### The clock network

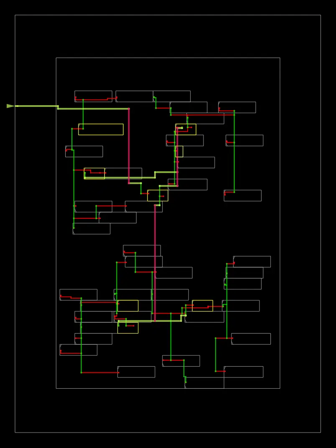
### PDN straps and rails

Bar = 20 um. Pins as bars on the die edge.
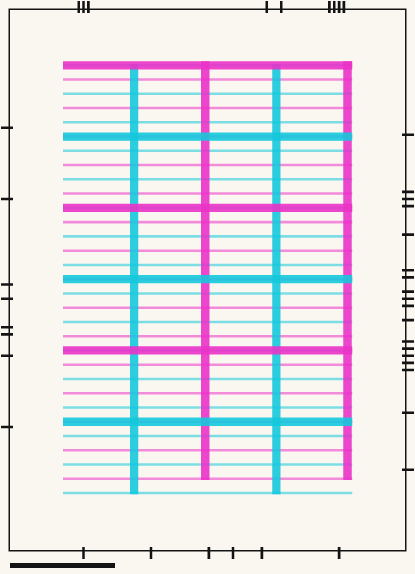
===== src/rtl/trig_conditioner.sv =====
// rtl/trig_conditioner.sv - trigger synchroniser, debouncer and hold-off gate for the pulse sequencer
// Build option: define TRIG_MISS_COUNT_EN to keep the missed-trigger counter; otherwise miss_count is tied to 0.
module trig_conditioner #(
  parameter int SYNC_STAGES = 2,
  parameter int DEBOUNCE    = 16,
  parameter int HOLDOFF     = 1000,
  parameter int CNT_W       = 16
) (
  input  logic             clk,
  input  logic             rst_n,
  input  logic             trig,
  input  logic             arm,
  input  logic             seq_busy,
  input  logic             cnt_clr,
  output logic             start,
  output logic             armed,
  output logic             trig_level,
  output logic [CNT_W-1:0] trig_count,
  output logic [CNT_W-1:0] miss_count
);

  localparam int DB_W = $clog2(DEBOUNCE + 1);
  localparam int HO_W = $clog2(HOLDOFF + 1);

  if (SYNC_STAGES < 2) begin : g_bad_sync
    $error("SYNC_STAGES must be at least 2");
  end
  if (DEBOUNCE < 1) begin : g_bad_debounce
    $error("DEBOUNCE must be at least 1");
  end
  if (HOLDOFF < 2) begin : g_bad_holdoff
    $error("HOLDOFF must be at least 2");
  end

  typedef enum logic [1:0] {
    IDLE  = 2'd0,
    ARMED = 2'd1,
    HOLD  = 2'd2
  } state_t;

  state_t                 state;
  logic [SYNC_STAGES-1:0] sync_q;
  logic                   s;
  logic [DB_W-1:0]        db_cnt;
  logic                   level_q;
  logic                   rise;
  logic [HO_W-1:0]        hold_cnt;
  logic                   accept;

  assign s = sync_q[SYNC_STAGES-1];

  always_ff @(posedge clk or negedge rst_n) begin
    if (!rst_n) begin
      sync_q <= '0;
    end else begin
      sync_q <= {sync_q[SYNC_STAGES-2:0], trig};
    end
  end

  // The level only flips after the counter has been seen at DEBOUNCE with s still different.
  always_ff @(posedge clk or negedge rst_n) begin
    if (!rst_n) begin
      db_cnt     <= '0;
      trig_level <= 1'b0;
      level_q    <= 1'b0;
    end else begin
      level_q <= trig_level;
      if (s == trig_level) begin
        db_cnt <= '0;
      end else if (db_cnt == DB_W'(DEBOUNCE)) begin
        trig_level <= s;
        db_cnt     <= '0;
      end else begin
        db_cnt <= db_cnt + DB_W'(1);
      end
    end
  end

  assign rise   = trig_level & ~level_q;
  assign accept = (state == ARMED) && rise;

  // hold_cnt saturates at HOLDOFF so an arbitrarily long seq_busy cannot wrap it.
  always_ff @(posedge clk or negedge rst_n) begin
    if (!rst_n) begin
      state    <= IDLE;
      start    <= 1'b0;
      armed    <= 1'b0;
      hold_cnt <= '0;
    end else begin
      start <= 1'b0;
      case (state)
        IDLE: begin
          if (arm) begin
            state <= ARMED;
            armed <= 1'b1;
          end
        end
        ARMED: begin
          if (rise) begin
            start    <= 1'b1;
            hold_cnt <= '0;
            state    <= HOLD;
            armed    <= 1'b0;
          end else if (!arm) begin
            state <= IDLE;
            armed <= 1'b0;
          end
        end
        HOLD: begin
          if (hold_cnt != HO_W'(HOLDOFF)) begin
            hold_cnt <= hold_cnt + HO_W'(1);
          end
          if (hold_cnt == HO_W'(HOLDOFF) && !seq_busy) begin
            state <= arm ? ARMED : IDLE;
            armed <= arm;
          end
        end
        default: begin
          state <= IDLE;
          armed <= 1'b0;
        end
      endcase
    end
  end

  always_ff @(posedge clk or negedge rst_n) begin
    if (!rst_n) begin
      trig_count <= '0;
    end else if (cnt_clr) begin
      trig_count <= '0;
    end else if (accept && trig_count != {CNT_W{1'b1}}) begin
      trig_count <= trig_count + CNT_W'(1);
    end
  end

`ifdef TRIG_MISS_COUNT_EN
  logic miss_inc;
  assign miss_inc = (state == HOLD) && rise;

  always_ff @(posedge clk or negedge rst_n) begin
    if (!rst_n) begin
      miss_count <= '0;
    end else if (cnt_clr) begin
      miss_count <= '0;
    end else if (miss_inc && miss_count != {CNT_W{1'b1}}) begin
      miss_count <= miss_count + CNT_W'(1);
    end
  end
`else
  assign miss_count = '0;
`endif

endmodule


===== config.mk =====
export PLATFORM = sky130hd
export DESIGN_NAME = trig_conditioner
export DESIGN_NICKNAME = d
export VERILOG_FILES = /design/src/rtl/trig_conditioner.sv
export SDC_FILE = /design/constraint.sdc
export NUM_CORES = 1
export LEC_CHECK = 0
export CAP_MARGIN = 10
export CORE_ASPECT_RATIO = 1.5
export CORE_MARGIN = 10
export CORE_UTILIZATION = 46
export DETAILED_ROUTE_END_ITERATION = 16
export GPL_TIMING_DRIVEN = 0
export PLACE_DENSITY = 0.73
export SLEW_MARGIN = 20
export SYNTH_ARGS = -nofsm -noshare
export SYNTH_HDL_FRONTEND = slang
export SYNTH_SLANG_ARGS = --single-unit

===== constraint.sdc =====
create_clock -name clk -period 2 [get_ports clk]
set_input_delay 0.3 -clock clk [delete_from_list [all_inputs] [get_ports clk]]
set_output_delay 0.3 -clock clk [all_outputs]
set_load 0.01 [all_outputs]

==> Table 3: Implementation characteristics <==
Physical design parameters

Parameter                              Value

Yosys
  Count of flip-flops with a built-in enable after synthesis .................. 0
  Async set-reset flop share out of synthesis .................. 100%
  Area of the mapped netlist .................. 0.00211 mm2
  Leading cell type by number of instances after synthesis .................. sky130_fd_sc_hd__dfrtp_1
  Ys flops .................. 39
  Number of standard cells after synthesis .................. 215
  Yosys stat cell total .................. 215
  Primary flip-flop cell chosen by synthesis mapping .................. sky130_fd_sc_hd__dfrtp_1
  Leading post-synthesis cells by cell area .................. sky130_fd_sc_hd__dfrtp_1 (46%), sky130_fd_sc_hd__buf_4 (5.7%), sky130_fd_sc_hd__a21oi_1 (3.8%)
  XOR/XNOR share of the synthesized area .................. 3.31%
  Largest logic family .................. simple AND/OR/NAND/NOR gates
  Proportion of netlist area held by the largest area contributor .................. 46.2%
  Average cell area after synthesis .................. 9.84 um2
  Yosys simple share .................. 22.0%
  Multiplexer share of the synthesized area .................. 2.60%
  Area reported by Yosys stat .................. 0.00211 mm2

Drt
  Via count .................. 1729
  Met2 wire length .................. 2420 um
  Highest routed layer .................. met4
  Met3 wirelength from detailed routing .................. 247 um

Worst setup path
  Crit path capture .................. trig_count[15]
  Depth of the worst register-to-register path .................. 5
  Family with the most delay on the worst path .................. simple AND/OR/NAND/NOR gates
  Worst path buffer plus inverter count .................. 1
  Critical path launch point .................. state[1]
  Max FO, Critical Path .................. 10
  Launch instance of the worst register-to-register path .................. state[1]
  Critical Path Max Stage Delay .................. 0.49 ns
  Critical Path End Type .................. flop

Floorplan
  IO Count .................. 41
  Floorplan utilization .................. 46.9%
  Chip Footprint .................. 0.00776 mm2

Run status
  Status .................. completed

Pwr
  Internal .................. 1.24 mW
  Clock network fraction of design power .................. 43.1%
  Tot Pwr .................. 1.57 mW
  Combinational fraction of design power .................. 5.9%
  Sw Pwr .................. 330 uW
  Static power due to leakage .................. 1.14 nW
  Sequential cell fraction of total power .................. 51.0%

Cells and area
  Count of buffers not belonging to the clock network in the layout .................. 47
  Fraction of standard cell area that is sequential .................. 36.5%
  Max reg flops .................. 16
  Non-clock buffers, area share .................. 15.5%
  Post-layout instance count excluding filler cells .................. 311
  Flops .................. 39
  Leading cell type in the layout, fill and taps excluded .................. sky130_fd_sc_hd__dfrtp_1
  Portion of the layout cell area used by clock cells .................. 4.37%
  Proportion of cell area occupied by multi-input gates .................. 39.7%
  Register cell area after layout .................. 982 um2
  Layout overhead on the synthesized area .................. 27.3%
  Leading cell category by total area .................. combinational gates
  Largest registers in the final layout .................. trig_count x16, hold_cnt x10, db_cnt x5
  Number of nets in the layout .................. 273
  # fillers .................. 398

Timing
  Number of failing hold endpoints at the final stage .................. 0
  Post-layout worst setup margin .................. 0.0366 ns
  Slew at the pin closest to its max-slew limit .................. 0.537 ns
  Max Clock Freq .................. 0.509 GHz

Placement
  Buffers added on ports .................. 23
  HPWL Detailed .................. 3410 um
  Pre-CTS setup slack .................. -0.279 ns
  Routability cong. .................. 0.853
  Total cell area at the placement stage .................. 0.00248 mm2

Global route
  Aggregate global routing overflow .................. 0
  Number of antenna violations at the first check in global routing .................. 0
  Most crowded layer after global routing .................. met2
  Global-route met1 utilization .................. 13.5%
  Via count of the first global-routing pass .................. 1664

Clock tree
  Number of buffers created by CTS .................. 5
  CTS H-tree lvls .................. 2
  Clock tree from TritonCTS .................. built
  Longest Clk Path Bufs .................. 2
  Total of cells resized after clock tree synthesis .................. 12

Hold path
  Hold Crit Class .................. reg -> reg
  End point of the worst hold path .................. sync_q[1]

Flow run
  Number of warning messages in the logs .................. 29
About 'The clock network':
final-layout clock buffer total: 6
power of the clock network: 677 uW
setup skew after layout: 0.00730 ns
number of sinks handled by clock tree synthesis: 39

About 'PDN straps and rails':
net	colour
VSS	cyan
VDD	magenta
met5 straps	6
signal pins	41
rows	30
met4 straps	4
Core Area: 0.00450 mm2
VDD IR max: 0.000541 V
Die Span Y: 103 um
overall die width: 75.4 um

Power and IR drop assume default switching activity.
